### I/O nets highlighted, run 1

Scale: 4 px per um.
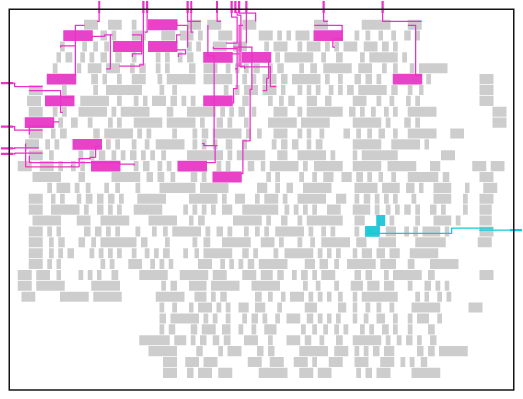
### Signal wires on met2, run 1

Scale: 4 px per um.
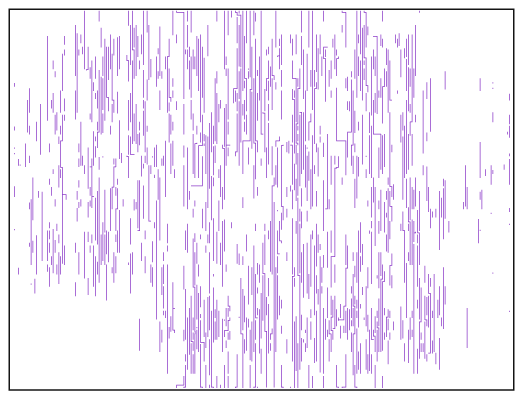
### Cells colored by class, run 1

Scale: 2 px per um.
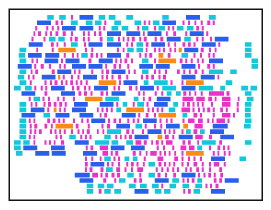
### config.mk
export PLATFORM = sky130hd
export DESIGN_NAME = if_id_decode_stage
export DESIGN_NICKNAME = d
export VERILOG_FILES = /design/src/rtl/if_id_decode_stage.sv
export SDC_FILE = /design/constraint.sdc
export NUM_CORES = 1
export LEC_CHECK = 0
export ABC_AREA = 1
export CAP_MARGIN = 20
export CELL_PAD_IN_SITES_DETAIL_PLACEMENT = 1
export CELL_PAD_IN_SITES_GLOBAL_PLACEMENT = 1
export CORE_ASPECT_RATIO = 0.75
export CORE_UTILIZATION = 34
export DETAILED_ROUTE_END_ITERATION = 8
export PLACE_DENSITY = 0.85
export SLEW_MARGIN = 15
export SYNTH_ARGS = -nofsm -noshare
export SYNTH_HDL_FRONTEND = slang
export SYNTH_SLANG_ARGS = --single-unit
### constraint.sdc
create_clock -name clk -period 2.2 [get_ports clk]
set_clock_uncertainty 0.1 [all_clocks]
set_input_delay 0.66 -clock clk [delete_from_list [all_inputs] [get_ports clk]]
set_output_delay 0.66 -clock clk [all_outputs]
set_load 0.01 [all_outputs]
### src/rtl/if_id_decode_stage.sv
// if_id_decode_stage
// Fetch-to-decode pipeline register with a one-entry skid buffer.
// Words arrive over a valid/ready handshake. They leave in order as split
// decode fields. A flush empties the stage. A saturating counter records
// the cycles in which downstream held back a valid word.

module if_id_decode_stage #(
  parameter int INSTR_WIDTH     = 16,
  parameter int OPCODE_WIDTH    = 4,
  parameter int IMMEDIATE_WIDTH = INSTR_WIDTH - OPCODE_WIDTH,
  parameter int PC_WIDTH        = 16,
  parameter int CNT_WIDTH       = 16
) (
  input  logic                       clk,
  input  logic                       rst,
  input  logic                       flush,
  input  logic                       in_valid,
  output logic                       in_ready,
  input  logic [INSTR_WIDTH-1:0]     in_instr,
  input  logic [PC_WIDTH-1:0]        in_pc,
  output logic                       out_valid,
  input  logic                       out_ready,
  output logic [PC_WIDTH-1:0]        out_pc,
  output logic [OPCODE_WIDTH-1:0]    opcode,
  output logic [3:0]                 rd,
  output logic [3:0]                 rs,
  output logic [3:0]                 rt,
  output logic [IMMEDIATE_WIDTH-1:0] imm_field,
  output logic [CNT_WIDTH-1:0]       stall_cnt
);

  // Occupancy of the stage. EMPTY holds nothing. HOLD has a word only in
  // the output register. FULL also has a word in the skid register.
  typedef enum logic [1:0] {
    EMPTY = 2'b00,
    HOLD  = 2'b01,
    FULL  = 2'b11
  } stage_state_t;

  stage_state_t state, next_state;

  logic [INSTR_WIDTH-1:0] out_instr_q;
  logic [PC_WIDTH-1:0]    out_pc_q;
  logic [INSTR_WIDTH-1:0] skid_instr_q;
  logic [PC_WIDTH-1:0]    skid_pc_q;

  logic accept;
  logic consume;
  logic load_out_from_in;
  logic load_out_from_skid;
  logic load_skid;
  logic skid_valid;

  localparam logic [CNT_WIDTH-1:0] CNT_MAX = {CNT_WIDTH{1'b1}};

  // in_ready comes straight from registered state, so out_ready has no
  // combinational route to it. The handshakes are qualified by the
  // current occupancy.
  assign skid_valid = (state == FULL);
  assign out_valid  = (state != EMPTY);
  assign in_ready   = !skid_valid;
  assign accept     = in_valid && in_ready;
  assign consume    = out_valid && out_ready;

  // Occupancy register. Reset has priority over flush, and flush has
  // priority over any handshake.
  always_ff @(posedge clk) begin
    if (rst) begin
      state <= EMPTY;
    end else begin
      state <= next_state;
    end
  end

  // Next occupancy. A flush empties the stage, and any word offered in
  // the same cycle is dropped.
  always_comb begin
    next_state = state;
    if (flush) begin
      next_state = EMPTY;
    end else begin
      unique case (state)
        EMPTY: if (accept) next_state = HOLD;
        HOLD: begin
          if (consume && !accept) begin
            next_state = EMPTY;
          end else if (!consume && accept) begin
            next_state = FULL;
          end
        end
        FULL: if (consume) next_state = HOLD;
        default: next_state = EMPTY;
      endcase
    end
  end

  // Datapath steering. A new word goes to the output register when that
  // register is free or being drained. Otherwise the new word goes to the
  // skid register. The skid word moves forward once the output word is
  // consumed.
  always_comb begin
    load_out_from_in   = 1'b0;
    load_out_from_skid = 1'b0;
    load_skid          = 1'b0;
    if (!flush) begin
      unique case (state)
        EMPTY: load_out_from_in = accept;
        HOLD: begin
          load_out_from_in = accept && consume;
          load_skid        = accept && !consume;
        end
        FULL: load_out_from_skid = consume;
        default: ;
      endcase
    end
  end

  // Output and skid data registers. These are cleared only by reset.
  // A flush leaves their contents in place and marks them invalid.
  always_ff @(posedge clk) begin
    if (rst) begin
      out_instr_q  <= '0;
      out_pc_q     <= '0;
      skid_instr_q <= '0;
      skid_pc_q    <= '0;
    end else begin
      if (load_out_from_in) begin
        out_instr_q <= in_instr;
        out_pc_q    <= in_pc;
      end else if (load_out_from_skid) begin
        out_instr_q <= skid_instr_q;
        out_pc_q    <= skid_pc_q;
      end
      if (load_skid) begin
        skid_instr_q <= in_instr;
        skid_pc_q    <= in_pc;
      end
    end
  end

  // Back-pressure counter. It counts cycles in which downstream refuses a
  // valid word, ignores flush cycles, and stops at all-ones.
  always_ff @(posedge clk) begin
    if (rst) begin
      stall_cnt <= '0;
    end else if (out_valid && !out_ready && !flush && (stall_cnt != CNT_MAX)) begin
      stall_cnt <= stall_cnt + 1'b1;
    end
  end

  // Decode fields are plain slices of the output register.
  assign out_pc    = out_pc_q;
  assign opcode    = out_instr_q[INSTR_WIDTH-1 -: OPCODE_WIDTH];
  assign rd        = out_instr_q[11:8];
  assign rs        = out_instr_q[7:4];
  assign rt        = out_instr_q[3:0];
  assign imm_field = out_instr_q[IMMEDIATE_WIDTH-1:0];

endmodule

==> run summary, run 1 <==
outcome = complete, no violations
Seq/Total Area, Yosys = 42.05%
biggest area cells = dfxtp_1, nor2_1, nand2_1, nand3_1, o21ai_0
CTS tree = done
crit-path max FO = 7
GR Overflow Total = 0
die width = 125.7 um
Sinks on Clock Net = 82
hold slack final = 0.3831 ns
Reg clk slew, reported paths = 0.06 ns
Levels on crit path = 1
Min Clock Period, post-route = 2.144 ns
Finished Layout Cells = 817
cell type with the largest total area = dfxtp_1
Detailed Route Iter0 Violations = 228
Crit path max-delay family = buffers and inverters
Synth async-reset ratio = 0%
Slew Limit Fails = 0
Late-Pin Clk Latency = 0.34 ns
Int Pwr = 2.643 mW
GPL Wtd Cong = 0.8462
CP startpoint = stall_cnt[0]
Simple Share, Synth = 38.11%
core area = 11070 sq um
total of max-cap violations = 0
layout cells sized above 1 = 8.419%
stage-log warning count = 31
# rows = 33
kind of critical path = register to output port
xor/xnor share = 1.571%
Psw = 969.5 uW
Logic family by area = simple AND/OR/NAND/NOR gates
Post-synth EDFFs = 0
CTS Buffer Depth = 2
aoi share = 7.500%
Post-Synth Adder-Cell Area = 2.564%
Notes on 'I/O nets highlighted' above:
port	color	direction	end cells	wire
out_pc	magenta	output	16	451 um
out_ready	cyan	input	2	44.6 um
Ports: 99
IO Port Bufs: 98

Notes on 'Signal wires on met2' above:
longest straight run	46.2 um
main direction	vertical
Routed WL: 12180 um
vias after detailed routing: 4018
M2 GR Usage: 36.62%

Notes on 'Cells colored by class' above:
class	color	cells	share of their area
flops	blue	82	32%
clock drivers and dummy loads	orange	15	5.0%
other buffers and delay cells	cyan	121	24%
combinational and other logic	magenta	459	39%

## run 1: worst min path at each step
stage	end	slack, ns	depth (start not counted)
after detailed placement	skid_instr_q[9]	0.37	2
final	skid_instr_q[9]	0.38	2
after global placement	skid_instr_q[1]	0.36	2
after global routing	skid_instr_q[7]	0.41	2
after CTS	skid_instr_q[9]	0.39	2
after floorplan	skid_instr_q[4]	0.36	2
## run 1: final cells by class
class / instances / area (sq um)
clock buffer: 10 / 229.0
clock inverter: 5 / 32.53
fill: 1413 / 5697
inverter: 24 / 90.09
multi-input combinational: 435 / 1947
sequential: 82 / 1644
tap: 140 / 175.2
timing repair buffer: 121 / 1251
## run 1: worst reg2reg max path, stage by stage, from the launching register on
cell      delay, ns
dfxtp_1        0.33
inv_1          0.13
ha_1           0.18
inv_2          0.05
nand2_2        0.11
inv_1          0.08
ha_1           0.29
nand2_1        0.06
o211ai_1       0.16
o21ai_0        0.23
a21oi_1        0.06
## run 1: repair_timing
action,4_1_cts,5_1_grt
cloned,0,0
endpoints found under the setup margin,2,5
gates resized,2,5
endpoints found under the hold margin,0,0
hold buffers,0,0
## run 1: cells by family after synthesis
group           Yosys count
xor+xnor                  7
flops                    82
simple gates            366
fa+ha+maj                 8
buf+inv                  65
compound gates           54
## run 1: power groups by stage
stage,logic (mW),registers (mW),clock network (mW)
2_1_floorplan,0.302,1.67,0
3_3_place_gp,0.611,1.65,0
3_5_place_dp,0.639,1.65,0
4_1_cts,0.646,1.62,1.39
5_1_grt,0.703,1.63,1.43
6_report,0.639,1.62,1.35
## run 1: stage by stage
stage	power [mW]	cell area (sq um)	utilization, %	setup TNS [ns]	worst slack (ns)
floorplan	1.968	3904	-	0	0.2674
finish	3.613	5369	48.52	0	0.05553
global route	3.766	5369	48.52	0	0.006883
detailed placement	2.291	5102	46.11	-10.44	-0.2784
global placement	2.259	5102	46.11	-5.775	-0.1375
CTS	3.654	5361	48.45	0	0.01640
## run 1: flip-flops by register name, indices dropped and copies added (netlist names)
name	cells
state	2
out_pc	16
skid_instr_q	16
out_instr_q	16
stall_cnt	16
skid_pc_q	16
## run 1: per-layer routing
| metal | GRT usage (%) | part of all wire (%) | wire length (um) | vias up |
|---|---|---|---|---|
| met5 | 0 | 0 | 0 | - |
| met4 | 7.229 | 1.2 | 146 | 0 |
| met3 | 4.079 | 3.5 | 422 | 12 |
| met2 | 36.62 | 50 | 6047 | 81 |
| met1 | 25.40 | 46 | 5566 | 1923 |
| li1 | - | - | - | 2002 |
## run 1: synth_stat cells (3+ instances only)
| master | number |
|---|---|
| clkbuf_1 | 13 |
| o21ai_0 | 34 |
| nand4_1 | 4 |
| ha_1 | 8 |
| buf_4 | 12 |
| nand2_2 | 3 |
| xnor2_1 | 5 |
| dfxtp_1 | 82 |
| inv_1 | 16 |
| a21oi_1 | 15 |
| inv_2 | 7 |
| nand2_1 | 147 |
| nor2_1 | 157 |
| nand3_1 | 50 |
| buf_2 | 13 |
--- run 2 (diff from run 1) ---
- CTS_CLUSTER_DIAMETER: unset -> 200
- clock period: 2.2 -> 2 ns (I/O delays scaled with it)
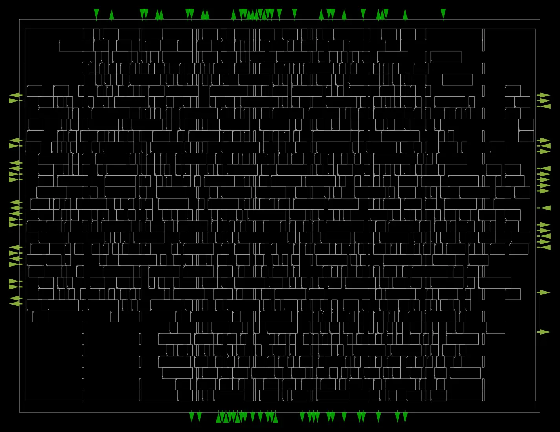
*Cell placement, run 2*
# rows: 33
Well Taps: 140
Finished Layout Cells: 830

==> run summary, run 2 <==
Synth async-reset ratio = 0% (unchanged)
Net Count, Synth = 627
Top cells excl fill/tap = nor2_1, nand2_1, clkdlybuf4s50_1
fp_density = 35.28%
DR pass1 iterations = 4
CP startpoint = in_valid
cell type with the largest total area = dfxtp_1
vias in the first global route = 4309
Detailed Route Iter0 Violations = 201 (-12%)
CP cell instances = clkdlybuf4s50_1 -> inv_1 -> nor2_4 -> ha_1 -> nand3_1 -> buf_6 -> buf_12 -> o21ai_0 -> nor2_1
Syn Std Cell Area = 3904 sq um
WL/cell = 16.24 um
Min Clock Period, post-route = 1.989 ns
final critical-path share of the clock period = 99.43%
Die ar. = 11920 sq um
setup tns final = 0 ns (unchanged)
final hold vios = 0
placed cell area = 5180 sq um (+1.5%)
biggest area cells = dfxtp_1, nor2_1, nand2_1, nand3_1, o21ai_0
Slowest Stage Delay on Critical Path = 0.46 ns
required time of the critical path = 2.13 ns
P_leak = 2.509 nW
Unique masters post-synth = 27
HP Class = register to register
syn avg cell area = 6.707 sq um
largest net degree at the start of global routing = 36
Post-synth top flop = dfxtp_1
initial antenna violation count = 0
Ports = 99 (unchanged)
Int Pwr = 2.939 mW (+11%)
stage-log warning count = 31 (unchanged)
Die Y-Extent = 94.80 um
layout cells sized above 1 = 12.75% (+4.3 points)
Psw = 1.141 mW (+18%)
die width = 125.7 um (unchanged)
GPL Wtd Cong = 0.8472 (+0.12%)
CTS tree = done
Yosys Warn Count = 0
Nets = 730
Seq/Total Area, Yosys = 42.05% (unchanged)
Slew HR = 75.26%
Late-Pin Clk Latency = 0.34 ns (about the same)
Flop pwr share = 43.7%
Post-synth EDFFs = 0 (unchanged)
Slew @ Worst Pin = 0.3695 ns
Gate power share = 18.2%
R2R Path Start = state[1]
Crit path buffers/inverters = 4
post-route cell area = 5649 sq um (+5.2%)
CP endpoint kind = register
DRT antenna net count = 0
fmax = 0.5028 GHz
outcome = complete, no violations
total of max-cap violations = 0 (unchanged)
Top cell excl fill/tap = nor2_1
Sinks on Clock Net = 82 (unchanged)
Crit path max-delay family = buffers and inverters
Post-synth top cells = nor2_1, nand2_1, dfxtp_1, nand3_1, o21ai_0
Design Power = 4.080 mW (+13%)
Layout area overhead = 44.71%
drt drc = 0
post-synth top area share = 42.05%
Startpoint Class = primary input
ant diodes = 0
min-delay src = skid_instr_q[7]
core area = 11070 sq um (unchanged)
Synth top cell by count = nor2_1
Reg clk slew, reported paths = 0.07 ns (about the same)
ys flops = 82
CTS Root Cell = clkbuf_16
IO Port Bufs = 98 (unchanged)
Routed WL = 13480 um (+11%)
Yosys chip area = 3904 sq um
gr usage total = 22.09%
Syn Inst Count = 582
vias after detailed routing = 4114 (+2.4%)
# setup viols final = 0
clock share of power = 38.1%
Slew Limit Fails = 0 (unchanged)
Worst VDD drop = 0.5994 mV
DPL Wire Length = 9161 um
first-pass GRT wire length = 20670 um
kind of critical path = primary input to register
GR Overflow Total = 0 (unchanged)
CTS Buffer Depth = 2 (unchanged)
crit-path max FO = 14 (+7)
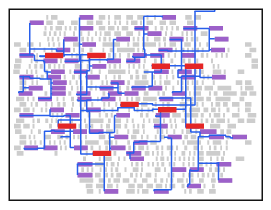
*Clock wires, drivers and flops, run 2*
Scale: 2 px per um.
[clock wires] blue | length: 1160 um
[flip-flops] purple | count: 82
[clock drivers] red | count: 9
flops lie	widely spread
routed clock nets	10

-- run 2: cell counts after synthesis --
Identical to the previous run, type by type.
-- run 2: logic make-up after synthesis --
family	count (synthesis)	share of synthesized area, %
and+or+nand+nor	366	38.11
DFF	82	42.05
buffers and inverters	65	8.205
AOI/OAI and AO/OA	54	7.500
adders and majority gates	8	2.564
xor gates and xnor gates	7	1.571
-- run 2: per-layer routing --
metal  routed length (um)  global-route usage (%)
met4                  350                   8.534
met5                    0                       0
met3                  471                   4.363
met2                 6627                   40.00
met1                 6031                   26.04
-- run 2: power by group through the flow --
stage | Clock [mW] | Sequential, mW | Combinational, mW
2_1_floorplan | 0 | 1.83 | 0.332
3_3_place_gp | 0 | 1.81 | 0.683
3_5_place_dp | 0 | 1.82 | 0.720
4_1_cts | 1.58 | 1.78 | 0.729
5_1_grt | 1.65 | 1.79 | 0.808
6_report | 1.56 | 1.78 | 0.741
-- run 2: final cells by class --
type | instances | area (sq um)
multi-input cells | 435 | 1988
clock buffers | 10 | 229.0
inverters | 24 | 97.59
repair buffers | 133 | 1458
fillers | 1404 | 5416
flip-flops and latches | 82 | 1658
well taps | 140 | 175.2
clock inverters | 6 | 43.79
-- run 2: worst register-to-register path, delay by kind of cell (launching register included) --
family / cells / cell delay [ns]
buf+inv: 5 / 0.57
fa+ha+maj: 1 / 0.17
simple gates: 6 / 0.66
flops: 1 / 0.36
-- run 2: metrics by stage --
| step | hold WS, ns | util (%) | setup WS (ns) | cells |
|---|---|---|---|---|
| floorplan | 0.3553 | - | 0.1274 | 582 |
| global placement | 0.3619 | 46.81 | -0.3121 | 809 |
| detailed placement | 0.3774 | 46.81 | -0.3815 | 809 |
| CTS | 0.3951 | 49.42 | 0.003418 | 825 |
| global route | 0.4071 | 51.05 | -0.06169 | 830 |
| finish | 0.3906 | 51.05 | 0.01133 | 830 |
-- run 2: path summary, 6_finish.rpt --
kind | end | slack [ns] | cells past startpoint
max reg2reg | out_instr_q[8] | 0.05 | 12
max | skid_pc_q[12] | 0.01 | 9
min | skid_instr_q[7] | 0.39 | 2
min reg2reg | skid_instr_q[7] | 0.39 | 2
-- run 2: timing repair --
action / CTS / global route
endpoints found under the setup margin: 34 / 77
setup buffers: 0 / 1
gates resized: 25 / 31
hold buffers: 0 / 0
endpoints found under the hold margin: 0 / 0
pin swaps: 0 / 5
gates cloned: 0 / 4
--- run 3 (diff from run 2) ---
- CORE_UTILIZATION: 34 -> 25
- HOLD_SLACK_MARGIN: unset -> 0.15
- PLACE_DENSITY: 0.85 -> 0.67
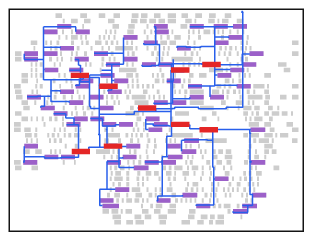
*Clock wires, drivers and flops, run 3*
Scale: 2 px per um.
[clock drivers] red | count: 9
[clock wires] blue | length: 1170 um
[flip-flops] purple | count: 82
routed clock nets	10

==> run summary, run 3 <==
stage-log warning count = 31 (unchanged)
Worst VDD drop = 0.3767 mV (-37%)
hold_buf cts = 0 (unchanged)
die width = 146.3 um (+16%)
initial antenna violation count = 0 (unchanged)
placed insts = 881 (+8.9%)
DPL Wire Length = 8893 um (-2.9%)
drt drc = 0 (unchanged)
kind of critical path = register to output port
Ports = 99 (unchanged)
Crit path max-delay family = buffers and inverters
Post-synth EDFFs = 0 (unchanged)
Slew HR = 76.24% (+0.98 points)
CTS tree = done
Die ar. = 16120 sq um (+35%)
fp_density = 25.64% (-9.6 points)
ys flops = 82 (unchanged)
vias after detailed routing = 4021 (-2.3%)
Slew @ Worst Pin = 0.3551 ns (-0.01443 ns)
required time of the critical path = 1.30 ns (-0.83 ns)
Finished Layout Cells = 903 (+8.8%)
HP Class = register to register
Yosys Warn Count = 0 (unchanged)
vias in the first global route = 3945 (-8.4%)
Post-synth top cells = nor2_1, nand2_1, dfxtp_1, nand3_1, o21ai_0
Crit path buffers/inverters = 1 (-3)
cell type with the largest total area = dfxtp_1
IO Port Bufs = 98 (unchanged)
Net Count, Synth = 627 (unchanged)
Late-Pin Clk Latency = 0.33 ns (about the same)
Startpoint Class = register
first-pass GRT wire length = 19830 um (-4.1%)
Slowest Stage Delay on Critical Path = 0.55 ns (+0.09 ns)
# fillers = 1893 (+35%)
placed cell area = 5314 sq um (+2.6%)
Worst Slack Setup Final = 0.04245 ns (+0.03112 ns)
hold slack final = 0.3891 ns (-0.001539 ns)
Top cell excl fill/tap = nor2_1
outcome = complete, no violations
Post-synth top flop = dfxtp_1
syn avg cell area = 6.707 sq um (unchanged)
GR Overflow Total = 0 (unchanged)
Synth async-reset ratio = 0% (unchanged)
CP endpoint kind = output port
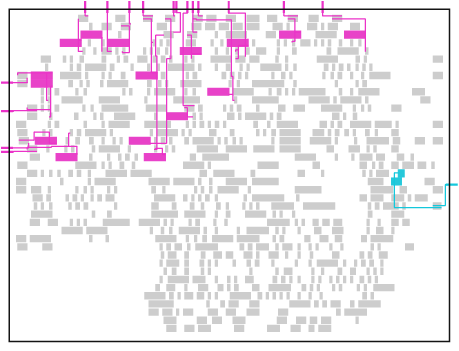
*I/O nets highlighted, run 3*
Scale: 3 px per um.
port	color	direction	end cells	wire
out_ready	cyan	input	2	40.8 um
out_pc	magenta	output	16	498 um

-- run 3: cell counts after synthesis --
No cell type changed its count.
-- run 3: final timing paths --
| check | from | endpoint | slack (ns) | cells after the start |
|---|---|---|---|---|
| min | skid_instr_q[10] | skid_instr_q[10] | 0.39 | 2 |
| max reg2reg | state[0] | out_pc[8] | 0.10 | 12 |
| max | stall_cnt[14] | stall_cnt[14] | 0.04 | 1 |
| min reg2reg | skid_instr_q[10] | skid_instr_q[10] | 0.39 | 2 |
-- run 3: power by group --
group	switching (mW)	internal [mW]
Combinational	0.346	0.369
Clock	0.669	1.21
Sequential	0.0606	1.72
Total	1.08	3.30
-- run 3: worst register-to-register path, stage by stage, from the launching register on --
cell	delay, ns
dfxtp_2	0.34
inv_1	0.06
ha_2	0.18
inv_2	0.07
nand2_2	0.06
buf_4	0.14
nor3_4	0.20
buf_6	0.19
clkbuf_16	0.15
nand2_1	0.05
nand3_1	0.07
nand2_1	0.05
nor2_1	0.15
-- run 3: logic make-up after synthesis --
logic type,Yosys count,synth area share (%)
AOI/OAI and AO/OA,54,7.500
xor gates and xnor gates,7,1.571
adders and majority gates,8,2.564
buffers and inverters,65,8.205
DFF,82,42.05
and+or+nand+nor,366,38.11
-- run 3: cell type report --
| type | instances | area, sq um | share of cell area [%] |
|---|---|---|---|
| clock buffer | 10 | 229.0 | 3.937 |
| clock inverter | 5 | 103.9 | 1.786 |
| inverter | 24 | 92.59 | 1.592 |
| multi-input combinational | 435 | 1968 | 33.84 |
| sequential | 82 | 1658 | 28.51 |
| tap | 205 | 256.5 | 4.410 |
| timing repair buffer | 142 | 1508 | 25.93 |
-- run 3: metrics by stage --
stage	TNS, ns	utilization [%]
6_report	0	38.20
5_1_grt	-0.07956	38.20
4_1_cts	0	37.33
3_5_place_dp	-27.06	34.90
3_3_place_gp	-22.93	34.90
2_1_floorplan	0	-
-- run 3: repair_timing --
item                       4_1_cts  5_1_grt
cloned                           0        2
pin swaps                        1        3
setup endpoints to repair       57       79
buffers inserted                 2        3
resized                         22       29
-- run 3: metal layers --
layer | track usage, % | part of all wire (%) | wire [um] | vias up
li1 | - | - | - | 2041
met1 | 19.13 | 47 | 5894 | 1907
met2 | 27.55 | 49 | 6123 | 59
met3 | 2.757 | 2.5 | 306 | 14
met4 | 4.167 | 1.3 | 157 | 0
met5 | 0 | 0 | 0 | -
No activity file was given, so power comes from the tool's default toggle rates.
